File: src/rtl/param_load_counter.sv
// rtl/param_load_counter.sv - parametrised loadable up/down counter with wrap/saturate and tc/zero/ovf status
// Define LDCNT_OVF_STICKY_EN for a sticky ovf cleared by ovf_clr; otherwise ovf is a one-cycle pulse.
module param_load_counter #(
   parameter int              WIDTH     = 10,
   parameter longint unsigned MAX_COUNT = (64'd1 << WIDTH) - 64'd1,
   parameter longint unsigned RESET_VAL = 64'd0
) (
   input  logic             clk,
   input  logic             reset,
   input  logic             load_en,
   input  logic [WIDTH-1:0] data_in,
   input  logic             count_en,
   input  logic             up_dn,
   input  logic             sat_mode,
   input  logic             ovf_clr,
   output logic [WIDTH-1:0] count_out,
   output logic             tc,
   output logic             zero,
   output logic             ovf
);

   generate
      if (WIDTH < 1 || WIDTH > 63 ||
          MAX_COUNT > ((64'd1 << WIDTH) - 64'd1) ||
          RESET_VAL > MAX_COUNT) begin : g_param_err
         $error("param_load_counter: illegal WIDTH/MAX_COUNT/RESET_VAL combination");
      end
   endgenerate

   localparam logic [WIDTH-1:0] MAX_V   = WIDTH'(MAX_COUNT);
   localparam logic [WIDTH-1:0] RESET_V = WIDTH'(RESET_VAL);

   logic [WIDTH-1:0] next_count;
   logic             boundary;

   always_comb begin
      next_count = count_out;
      boundary   = 1'b0;
      if (load_en) begin
         next_count = (data_in > MAX_V) ? MAX_V : data_in;
      end else if (count_en) begin
         if (up_dn) begin
            // >= rather than == so an out-of-range count can never run past the terminal value
            if (count_out >= MAX_V) begin
               boundary   = 1'b1;
               next_count = sat_mode ? MAX_V : '0;
            end else begin
               next_count = count_out + WIDTH'(1);
            end
         end else begin
            if (count_out == '0) begin
               boundary   = 1'b1;
               next_count = sat_mode ? '0 : MAX_V;
            end else begin
               next_count = count_out - WIDTH'(1);
            end
         end
      end
   end

   // Status flags are derived from next_count so they line up with count_out.
   always_ff @(posedge clk or posedge reset) begin
      if (reset) begin
         count_out <= RESET_V;
         tc        <= (RESET_V == MAX_V);
         zero      <= (RESET_V == '0);
         ovf       <= 1'b0;
      end else begin
         count_out <= next_count;
         tc        <= (next_count == MAX_V);
         zero      <= (next_count == '0);
`ifdef LDCNT_OVF_STICKY_EN
         if (boundary)
            ovf <= 1'b1;
         else if (ovf_clr)
            ovf <= 1'b0;
`else
         ovf <= boundary;
`endif
      end
   end

`ifndef LDCNT_OVF_STICKY_EN
   logic unused_ovf_clr;
   assign unused_ovf_clr = ovf_clr;
`endif

endmodule

File: config.mk
export PLATFORM = sky130hd
export DESIGN_NAME = param_load_counter
export DESIGN_NICKNAME = d
export VERILOG_FILES = /design/src/rtl/param_load_counter.sv
export SDC_FILE = /design/constraint.sdc
export NUM_CORES = 1
export LEC_CHECK = 0
export ABC_AREA = 1
export CORE_MARGIN = 1
export CORE_UTILIZATION = 56
export CTS_BUF_LIST = sky130_fd_sc_hd__clkbuf_16
export CTS_CLUSTER_SIZE = 10
export DETAILED_ROUTE_END_ITERATION = 16
export HOLD_SLACK_MARGIN = 0.03
export PLACE_DENSITY = 0.85
export SYNTH_ARGS = -nofsm -noshare
export SYNTH_HDL_FRONTEND = slang
export SYNTH_SLANG_ARGS = --single-unit
File: constraint.sdc
create_clock -name clk -period 2.6 [get_ports clk]
set_input_delay 0.65 -clock clk [delete_from_list [all_inputs] [get_ports clk]]
set_output_delay 0.65 -clock clk [all_outputs]
set_load 0.05 [all_outputs]
==> results.yml <==
# synthesis and place-and-route metrics
outcome:
  outcome: "completed"
power_and_ir_drop:
  total_leakage_power_nw: 0.949
  vdd.ir_drop.worst_v: 0.000638
  p_per_area_nw_per_um2: 486
  p_total_mw: 0.935
clock_network:
  post_cts_buffers: 0
  cts_buffers: 3
  clk_latency_ns: 0.25
  cts_resized: 0
  ctsHtreeMaxLevel: 1
  cts_tree: "yes"
  hold_buffers: 0
  cts_root_buf: "clkbuf_16"
  cts_buffer_depth: 2
worst_setup_path:
  worstSetupPathType: "register to primary output"
  required_ns: 1.95
  setup.worst_path.end_class: "primary output"
  r2r_slack_ns: 0.38
  critPathBufInv: 1
  start_kind: "register"
  arrival_ns: 1.78
  cpPeakStageDelay_ns: 0.90
  crit_family: "buffers and inverters"
  cp_max_fo: 10
  cp_cell_sequence: "clkdlybuf4s50_1"
  slowest_stage: "clkdlybuf4s50_1"
final_timing:
  skew_ns: 0.00406
  fin_crit_sh_pct: 93.5
  timing.fmax_ghz: 0.411
  hold_violations: 0
  finalSetupViolations: 0
  rsz0062_at_grt: "false"
  fin_crit_ns: 2.43
  maxSlewViolCount: 0
  worstMarginPinSlew_ns: 0.501
  fin_tns_setup_ns: 0
synthesis:
  yosys_warnings: 0
  syn_inst: 242
  synthTopLogicFamily: "simple AND/OR/NAND/NOR gates"
  synth.cellmix.simpleShare_pct: 54.1
  synth-xor-area-share_pct: 2.27
  syn_avg_cell_area_um2: 6.38
  yosysSeqAreaShare_pct: 21.2
  async_flop_share_pct: 100
  ys_cells: 242
  synth_area_um2: 1540
  synth_nets: 261
  synthAdderAreaFrac_pct: 1.62
  synth-compound-area-share_pct: 8.91
  ys.flop_type: "dfrtp_1"
  muxShareOfSynthArea_pct: 0
  synth.distinct_cells: 32
  synth_flops: 13
hold_path:
  hold_class: "input port to async pin"
global_route:
  first_global_vias: 1439
  grt_use_met3_pct: 3.06
  met1_usage_pct: 40.2
  use_met2_pct: 54.5
  grt_pass1_wl_mm: 6.59
  grt.busiest_layer: "met2"
  track_usage_pct: 31.6
  grt_max_degree: 14
  grt-ovfl-total: 0
final_layout:
  drive_above_1_share_pct: 19.2
  n_antenna_cell: 0
detailed_routing:
  num_vias: 1637
  dr.first_iter.drc_count: 76
  wl_mm: 4.11
  ant_nets: 0
  post_drt_wl_per_cell_um: 13.6
floorplanning:
  fp.dieH_um: 54.5
  die_area_um2: 2970
  die_x_um: 54.5
place:
  placed_cells: 297
  dp_hpwl_mm: 3.00
  gp_congestion: 0.920
  place_ws_ns: 0.302
job:
  warnings: 28
## worst paths after layout
check / to / depth (start not counted) / from
max: count_out[2] / 1 / count_out[2]
min: tc / 2 / reset
max reg2reg: zero / 14 / count_out[0]
min reg2reg: count_out[0] / 4 / count_out[0]
max in group asynchronous: zero / 2 / reset
min in group clk: count_out[0] / 4 / count_out[0]
## cell type report
class / count / area [um2] / area share (%)
clock buffer: 3 / 75.1 / 3.90
clock inverter: 1 / 3.75 / 0.195
inverter: 31 / 116 / 6.05
multi-input combinational: 188 / 1030 / 53.6
sequential: 13 / 327 / 17.0
tap: 30 / 37.5 / 1.95
timing repair buffer: 35 / 333 / 17.3
## per-layer routing
metal,up-vias,wire [um]
met4,0,55
met3,8,234
met2,69,2040
met1,728,1770
li1,832,-
met5,-,0
## where the power goes
group	switching, mW	internal [mW]
Sequential	0.0337	0.219
Clock	0.0890	0.203
Combinational	0.251	0.139
Total	0.374	0.561
## state kept, by name, indices dropped and copies added (netlist names)
signal     flops
ovf            1
tc             1
count_out     10
zero           1
## cell families after synthesis
logic type | Yosys count
simple gates | 156
buf+inv | 41
compound gates | 26
flops | 13
xor+xnor | 4
fa+ha+maj | 2
## synthesized netlist by cell type (5+ instances only)
library cell | n | share of area, %
a21oi_1 | 15 | 4.9
inv_2 | 6 | 1.5
nand3_2 | 5 | 3.2
nand2_2 | 5 | 2.0
nor2_1 | 17 | 4.1
inv_1 | 23 | 5.6
o21ai_0 | 5 | 1.6
nor2_2 | 8 | 3.2
nand3_1 | 32 | 10
dfrtp_1 | 12 | 19
nand2_1 | 69 | 17
## cells in the final DEF (no fill, tap or decap), types with 4 or more instances in the layout
cell	count
nor2_2	8
inv_2	6
or2_2	4
clkdlybuf4s50_1	28
nand2_2	5
a21oi_1	15
inv_1	24
o21ai_1	4
dfrtp_1	12
nand3_2	5
nor2_1	17
nand3_1	32
buf_4	7
nor2_4	4
nand2_1	69
o21ai_0	5
## stage by stage
stage | util (%) | hold WS [ns]
after floorplan | - | 0.526
after global placement | 72.5 | 0.769
after detailed placement | 72.5 | 0.770
after CTS | 75.6 | 0.772
after global routing | 75.6 | 0.809
final | 75.6 | 0.755
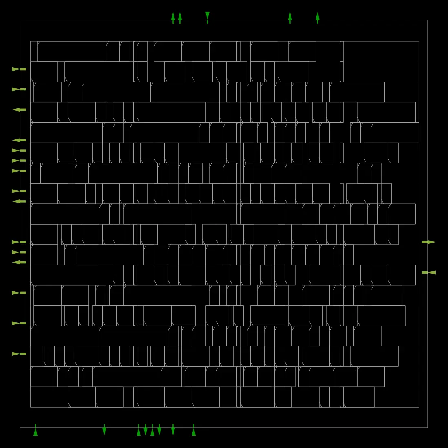
(images/placement.png)
# fillers: 197
Post-Layout Cell Count: 301
flop share of the area: 17.0%
utilization after layout: 75.6%

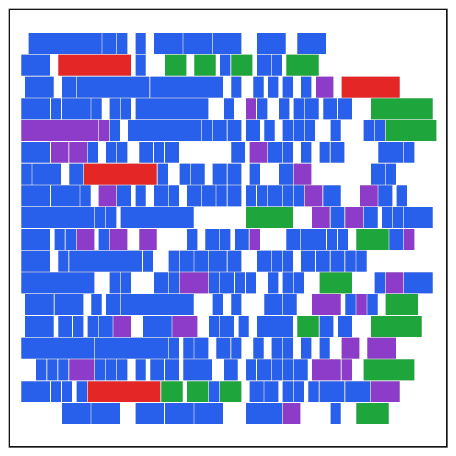
(images/sizes.png)
Drawn at 8 px/um.
_2 cells -> purple  # cells 31, most used nor2_2
_6 and larger -> red  # cells 4, most used clkbuf_16
_0 and _1 cells -> blue  # cells 219, most used nand2_1
_3 and _4 cells -> green  # cells 17, most used buf_4
setup ws final: 0.169 ns
area grow syn2layout: 24.6%
final instance area: 1920 um2
non-clock buffer total of the final layout: 35

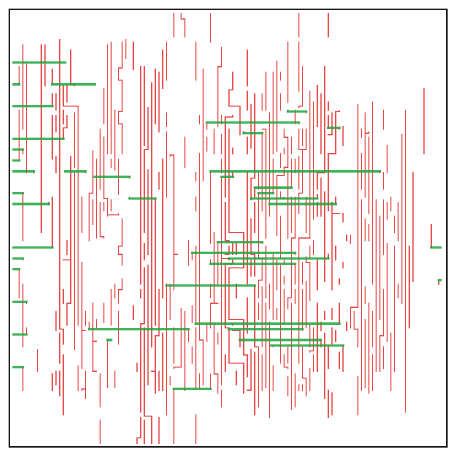
(images/wires.png)
Drawn at 8 px/um. Two of the layers only.
metal 3 -> green  # wire length 235 um
metal 2 -> red  # wire length 2040 um

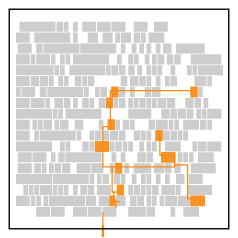
(images/io_fan.png)
Drawn at 4 px/um.
count_en -> orange  # direction input, edge south, end cells 11, buffers 2, wire 107 um
I/O pin cnt: 30
PortBufs: 28

Power figures rest on the tool's default switching activity, not on a simulated workload.
